## src/rtl/dffram_bist_pkg.sv

```systemverilog
// Shared types and the March C- element table for the DFF RAM BIST engine.
// Direction and read/write patterns of each element live here so the FSM stays table-driven.
package dffram_bist_pkg;

    typedef enum logic [2:0] {
        StIdle,
        StWrite,
        StRead,
        StWait,
        StCheck,
        StFinish
    } state_e;

    typedef enum logic [2:0] {
        ElemM0,
        ElemM1,
        ElemM2,
        ElemM3,
        ElemM4,
        ElemM5
    } elem_e;

    typedef enum logic [1:0] {
        PatNone,
        PatBg,
        PatInv
    } pat_sel_e;

    typedef struct packed {
        logic     down;
        pat_sel_e rd;
        pat_sel_e wr;
    } elem_cfg_t;

    localparam int unsigned NUM_ELEMS = 6;

    localparam elem_cfg_t ELEM_TABLE [NUM_ELEMS] = '{
        '{down: 1'b0, rd: PatNone, wr: PatBg },
        '{down: 1'b0, rd: PatBg,   wr: PatInv},
        '{down: 1'b0, rd: PatInv,  wr: PatBg },
        '{down: 1'b1, rd: PatBg,   wr: PatInv},
        '{down: 1'b1, rd: PatInv,  wr: PatBg },
        '{down: 1'b1, rd: PatBg,   wr: PatNone}
    };

endpackage

```

## src/rtl/dffram_bist_if.sv

```systemverilog
// RAM-side port of the BIST engine: address/write bus out, read data back.
interface dffram_bist_if #(
    parameter int unsigned ADDR_W = 7,
    parameter int unsigned DATA_W = 8
);
    logic              ram_sel;
    logic [ADDR_W-1:0] ram_addr;
    logic              ram_we;
    logic [DATA_W-1:0] ram_wdata;
    logic [DATA_W-1:0] ram_rdata;

    modport master (
        output ram_sel, ram_addr, ram_we, ram_wdata,
        input  ram_rdata
    );

    modport slave (
        input  ram_sel, ram_addr, ram_we, ram_wdata,
        output ram_rdata
    );
endinterface

```

## src/rtl/dffram_bist_addr_gen.sv

```systemverilog
// Up/down address counter for the march walk; wraps naturally between elements.
module dffram_bist_addr_gen #(
    parameter int unsigned ADDR_W = 7
) (
    input  logic              clk,
    input  logic              rst_n,
    input  logic              load_first,
    input  logic              step,
    input  logic              dir,
    output logic [ADDR_W-1:0] addr,
    output logic              last
);

    always_ff @(posedge clk) begin
        if (!rst_n) begin
            addr <= '0;
        end else if (load_first) begin
            addr <= dir ? '1 : '0;
        end else if (step) begin
            addr <= dir ? addr - 1'b1 : addr + 1'b1;
        end
    end

    assign last = dir ? (addr == '0) : (addr == '1);

endmodule

```

## src/rtl/dffram_bist.sv

```systemverilog
// March C- BIST engine for the DFF RAM macro; reports pass/fail and the first failing cell.
// The FSM owns element sequencing; the address walk is delegated to dffram_bist_addr_gen.
module dffram_bist
    import dffram_bist_pkg::*;
#(
    parameter int unsigned       ADDR_W     = 7,
    parameter int unsigned       DATA_W     = 8,
    parameter int unsigned       RD_LATENCY = 1,
    parameter logic [DATA_W-1:0] BG         = '0
) (
    input  logic              clk,
    input  logic              rst_n,
    input  logic              start,
    output logic              busy,
    output logic              done,
    output logic              pass,
    output logic              fail,
    output logic [ADDR_W-1:0] fail_addr,
    output logic [DATA_W-1:0] fail_data,
    output logic [2:0]        fail_elem,
    dffram_bist_if.master     ram
);

    state_e            state_q, adv_state;
    elem_e             elem_q, elem_nxt;
    elem_cfg_t         cfg, nxt_cfg;
    logic [1:0]        wait_q;
    logic              pass_q, fail_q;
    logic [ADDR_W-1:0] fail_addr_q;
    logic [DATA_W-1:0] fail_data_q;
    logic [2:0]        fail_elem_q;
    logic [ADDR_W-1:0] addr;
    logic              addr_last, last_elem, match, advance, we;
    logic              load_first, step, gen_dir;
    logic [DATA_W-1:0] exp_data, wr_data;

    function automatic logic [DATA_W-1:0] pat(input pat_sel_e sel);
        return (sel == PatInv) ? ~BG : BG;
    endfunction

    assign cfg       = ELEM_TABLE[elem_q];
    assign last_elem = (elem_q == ElemM5);
    assign elem_nxt  = last_elem ? elem_q : elem_e'(elem_q + 3'd1);
    assign nxt_cfg   = ELEM_TABLE[elem_nxt];
    assign exp_data  = pat(cfg.rd);
    assign wr_data   = pat(cfg.wr);
    assign match     = (ram.ram_rdata == exp_data);
    assign advance   = (state_q == StWrite) || ((state_q == StCheck) && match);

    // Same-direction element boundaries reuse the wrap; a direction change holds the address.
    assign load_first = (state_q == StIdle) && start;
    assign gen_dir    = (state_q == StIdle) ? ELEM_TABLE[ElemM0].down : cfg.down;
    assign step       = advance && (!addr_last || (!last_elem && (nxt_cfg.down == cfg.down)));

    dffram_bist_addr_gen #(
        .ADDR_W(ADDR_W)
    ) u_addr_gen (
        .clk       (clk),
        .rst_n     (rst_n),
        .load_first(load_first),
        .step      (step),
        .dir       (gen_dir),
        .addr      (addr),
        .last      (addr_last)
    );

    always_comb begin
        if (!addr_last) begin
            adv_state = (cfg.rd == PatNone) ? StWrite : StRead;
        end else if (last_elem) begin
            adv_state = StFinish;
        end else begin
            adv_state = (nxt_cfg.rd == PatNone) ? StWrite : StRead;
        end
    end

    always_ff @(posedge clk) begin
        if (!rst_n) begin
            state_q     <= StIdle;
            elem_q      <= ElemM0;
            wait_q      <= '0;
            pass_q      <= 1'b0;
            fail_q      <= 1'b0;
            fail_addr_q <= '0;
            fail_data_q <= '0;
            fail_elem_q <= '0;
        end else begin
            unique case (state_q)
                StIdle: begin
                    if (start) begin
                        pass_q      <= 1'b0;
                        fail_q      <= 1'b0;
                        fail_addr_q <= '0;
                        fail_data_q <= '0;
                        fail_elem_q <= '0;
                        elem_q      <= ElemM0;
                        state_q     <= StWrite;
                    end
                end
                StWrite: begin
                end
                StRead: begin
                    if (RD_LATENCY > 1) begin
                        wait_q  <= 2'(RD_LATENCY - 2);
                        state_q <= StWait;
                    end else begin
                        state_q <= StCheck;
                    end
                end
                StWait: begin
                    if (wait_q == '0) begin
                        state_q <= StCheck;
                    end else begin
                        wait_q <= wait_q - 2'd1;
                    end
                end
                StCheck: begin
                    if (!match) begin
                        fail_q      <= 1'b1;
                        fail_addr_q <= addr;
                        fail_data_q <= ram.ram_rdata;
                        fail_elem_q <= elem_q;
                        state_q     <= StFinish;
                    end
                end
                StFinish: state_q <= StIdle;
                default:  state_q <= StIdle;
            endcase
            if (advance) begin
                state_q <= adv_state;
                if (addr_last && !last_elem) begin
                    elem_q <= elem_nxt;
                end
                if (addr_last && last_elem) begin
                    pass_q <= 1'b1;
                end
            end
        end
    end

    assign busy      = state_q inside {StWrite, StRead, StWait, StCheck};
    assign done      = (state_q == StFinish);
    assign pass      = pass_q;
    assign fail      = fail_q;
    assign fail_addr = fail_addr_q;
    assign fail_data = fail_data_q;
    assign fail_elem = fail_elem_q;

    // CHECK folds the write-back into the compare cycle when the read matched.
    assign we = (state_q == StWrite) ||
                ((state_q == StCheck) && match && (cfg.wr != PatNone));

    assign ram.ram_sel   = busy;
    assign ram.ram_addr  = busy ? addr : '0;
    assign ram.ram_we    = we;
    assign ram.ram_wdata = we ? wr_data : '0;

endmodule

```

## src/flat_wrapper.sv

```systemverilog
// flat-port wrapper written by rule: the top's interface ports become plain ports
module dffram_bist_flat import dffram_bist_pkg::*;
#(
    parameter int unsigned       ADDR_W     = 7,
    parameter int unsigned       DATA_W     = 8,
    parameter int unsigned       RD_LATENCY = 1,
    parameter logic [DATA_W-1:0] BG         = '0
)
  (clk, rst_n, start, busy, done, pass, fail, fail_addr, fail_data, fail_elem, ram_ram_sel, ram_ram_addr, ram_ram_we, ram_ram_wdata, ram_ram_rdata);
  dffram_bist_if #(.ADDR_W(ADDR_W), .DATA_W(DATA_W)) ram_i ();
  input  logic clk;
  input  logic rst_n;
  input  logic start;
  output logic busy;
  output logic done;
  output logic pass;
  output logic fail;
  output logic [ADDR_W-1:0] fail_addr;
  output logic [DATA_W-1:0] fail_data;
  output logic [2:0] fail_elem;
  output wire logic [$bits(ram_i.ram_sel)-1:0] ram_ram_sel;
  output wire logic [$bits(ram_i.ram_addr)-1:0] ram_ram_addr;
  output wire logic [$bits(ram_i.ram_we)-1:0] ram_ram_we;
  output wire logic [$bits(ram_i.ram_wdata)-1:0] ram_ram_wdata;
  input wire logic [$bits(ram_i.ram_rdata)-1:0] ram_ram_rdata;
  assign ram_ram_sel = ram_i.ram_sel;
  assign ram_ram_addr = ram_i.ram_addr;
  assign ram_ram_we = ram_i.ram_we;
  assign ram_ram_wdata = ram_i.ram_wdata;
  assign ram_i.ram_rdata = ram_ram_rdata;
  dffram_bist #(.ADDR_W(ADDR_W), .DATA_W(DATA_W), .RD_LATENCY(RD_LATENCY), .BG(BG)) u_core (.clk(clk), .rst_n(rst_n), .start(start), .busy(busy), .done(done), .pass(pass), .fail(fail), .fail_addr(fail_addr), .fail_data(fail_data), .fail_elem(fail_elem), .ram(ram_i));
endmodule
```

## config.mk

```make
export PLATFORM = sky130hd
export DESIGN_NAME = dffram_bist_flat
export DESIGN_NICKNAME = d
export VERILOG_FILES = /design/src/rtl/dffram_bist_pkg.sv /design/src/rtl/dffram_bist_if.sv /design/src/rtl/dffram_bist_addr_gen.sv /design/src/rtl/dffram_bist.sv /design/src/flat_wrapper.sv
export SDC_FILE = /design/constraint.sdc
export NUM_CORES = 1
export LEC_CHECK = 0
export CAP_MARGIN = 15
export CORE_MARGIN = 4
export CORE_UTILIZATION = 35
export CTS_BUF_LIST = sky130_fd_sc_hd__clkbuf_8
export DETAILED_ROUTE_END_ITERATION = 16
export PLACE_DENSITY = 0.66
export SETUP_SLACK_MARGIN = 0.15
export SYNTH_ARGS = -nofsm -noshare
export SYNTH_HDL_FRONTEND = slang
export SYNTH_HIERARCHICAL = 1
export SYNTH_SLANG_ARGS = --single-unit
```

## constraint.sdc

```tcl
create_clock -name clk -period 9.6 [get_ports clk]
set_clock_uncertainty 0.2 [all_clocks]
set_input_delay 1.44 -clock clk [delete_from_list [all_inputs] [get_ports clk]]
set_output_delay 1.44 -clock clk [all_outputs]
set_load 0.01 [all_outputs]
```

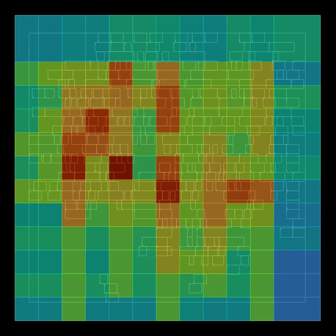
Fig. 1. Routing congestion (run 1).
Post-Route Utilization: 0.454
met1 usage: 0.194

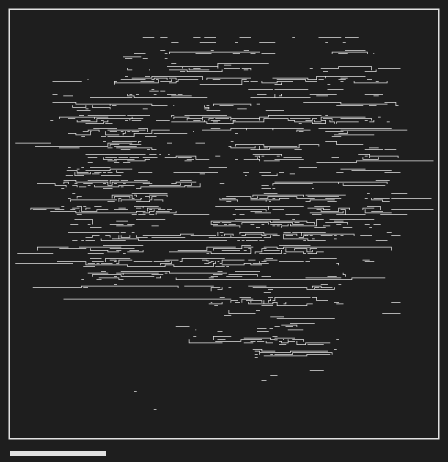
Fig. 2. M1 wires (run 1).
The bar under the picture is 20 um long.
wire length on this layer	2630 um
share of all routed wire	46%
longest straight run	36.8 um

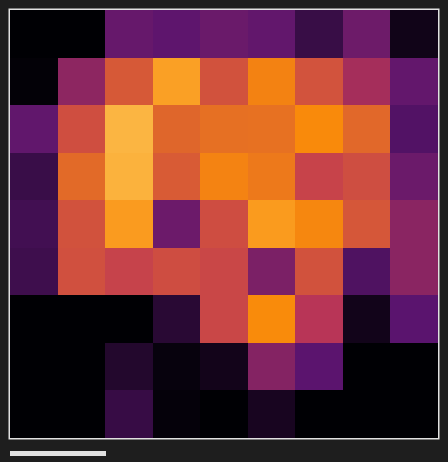
Fig. 3. Cell area per tile (run 1).
The bar under the picture is 20 um long. The die is cut into 9 by 9 equal tiles; black is low, pale yellow is high, 0 to 100% covered.
nearly empty tiles	21%
mean over tiles	35%
tiles over 75% full	6.2%
fullest tile	84%
emptiest ninth of the die	bottom left

==> flow_summary.ini, run 1 <==
; flow metrics
[run_status]
status = finished clean

[yosys]
edf_count = 0
synth_nets = 301
ys_cells = 278
yosysTopAreaCell = dfxtp_1
ff_type = dfxtp_1
top_logic_kind = simple AND/OR/NAND/NOR gates

[pwr]
max-vdd-ir-drop_mv = 0.0955

[worst_setup_path]
reg2reg_from = u_core/elem_q[0]
cp_top_family = simple AND/OR/NAND/NOR gates

[timing]
setup_viol = 0
hold_violations = 0
finalCritPeriodShare = 0.615
post-route-min-period_ps = 5900

[die]
chip_area_mm2 = 0.00802

[finish]
largest_reg_flops = 8
final-seq-area_um2 = 701
final_cells = 391

[min_path]
hold_depth = 2

[routing]
topRoutingLayerUsed = met4

[grt]
grt_overflow = 0

[clock_tree]
root_buffer = clkbuf_8
## run 1: power by group through the flow
stage | combinational, mW | clock, mW | sequential, mW
detailed placement | 0.116 | 0 | 0.174
global route | 0.130 | 0.147 | 0.173
floorplan | 0.0851 | 0 | 0.166
global placement | 0.115 | 0 | 0.174
finish | 0.116 | 0.135 | 0.171
CTS | 0.117 | 0.139 | 0.171
## run 1: per-stage QoR
step / power [mW] / worst slack (ps) / util / hold WS (ps)
3_5_place_dp: 0.290 / 3710 / 0.436 / 264
2_1_floorplan: 0.251 / 4810 / - / 272
6_report: 0.422 / 3700 / 0.454 / 275
3_3_place_gp: 0.289 / 3880 / 0.436 / 256
4_1_cts: 0.427 / 3690 / 0.454 / 276
5_1_grt: 0.450 / 3450 / 0.454 / 297
Fig. 4: run 1, signal wires on met2
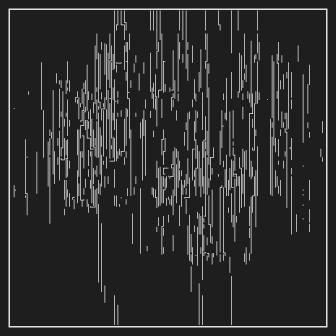

==> run 1 -> run 2 <==
- PLACE_DENSITY: 0.66 -> 0.68
- clock period: 9.6 -> 5.25 ns (I/O delays scaled with it)
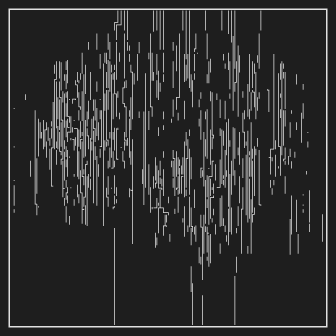
Fig. 5. Signal wires on met2 (run 2).
main direction	vertical
wire length on this layer	2820 um
share of all routed wire	49%
longest straight run	45.9 um

==> flow_summary.ini, run 2 <==
; flow metrics
[timing]
maxSlewHeadroom = 0.434
hold_violations = 0
worst_slack_ps = 697
post-route-min-period_ps = 4550
finalCritPeriodShare = 0.867
holdWs_ps = 260

[yosys]
synth_nets = 301
edf_count = 0
ff_type = dfxtp_1
yosysTopAreaCell = dfxtp_1
ys_cells = 278

[finish]
final-seq-area_um2 = 701
fin_util = 0.454
final_cells = 393
antenna-diode-count = 0
largest_reg_flops = 8

[worst_setup_path]
cp_top_family = simple AND/OR/NAND/NOR gates
crit_arrival_ps = 3570
reg2reg_from = u_core/elem_q[0]

[clock_tree]
clkTransAtPathRegs_ps = 70
clock-sinks = 35
root_buffer = clkbuf_8

[placement]
dp_hpwl_mm = 4.15
dpl_worst_slack_ps = 692

[grt]
grt_start_max_net_pins = 38
grt_overflow = 0
use_met1 = 0.193
first_global_vias = 2076

[routing]
drc = 0

[die]
chip_area_mm2 = 0.00802

[pwr]
pg_clk_uw = 216
max-vdd-ir-drop_mv = 0.168
p_seq_uw = 312
power-top-group = sequential cells
total_power_uw = 745
comb_power_uw = 217

[run_status]
status = finished clean
-- run 2: cell counts after synthesis --
Identical to the previous run, type by type.
-- run 2: area by class of cell --
class	count	share of cell area
Clock buffer	7	0.0332
Sequential cell	35	0.242
Multi-Input combinational cell	204	0.490
Clock inverter	1	0.00129
Inverter	16	0.0207
Tap cell	77	0.0332
Timing Repair Buffer	53	0.180
-- run 2: worst min-delay path by stage --
stage,from,end,slack [ps],cells past startpoint
2_1_floorplan,u_core/wait_q[1],u_core/wait_q[1],270,1
3_3_place_gp,u_core/fail,u_core/fail,250,2
3_5_place_dp,u_core/fail,u_core/fail,250,2
4_1_cts,u_core/fail,u_core/fail,260,2
5_1_grt,u_core/fail,u_core/fail,280,2
6_report,u_core/fail,u_core/fail,260,2
No activity file was given, so power comes from the tool's default toggle rates.
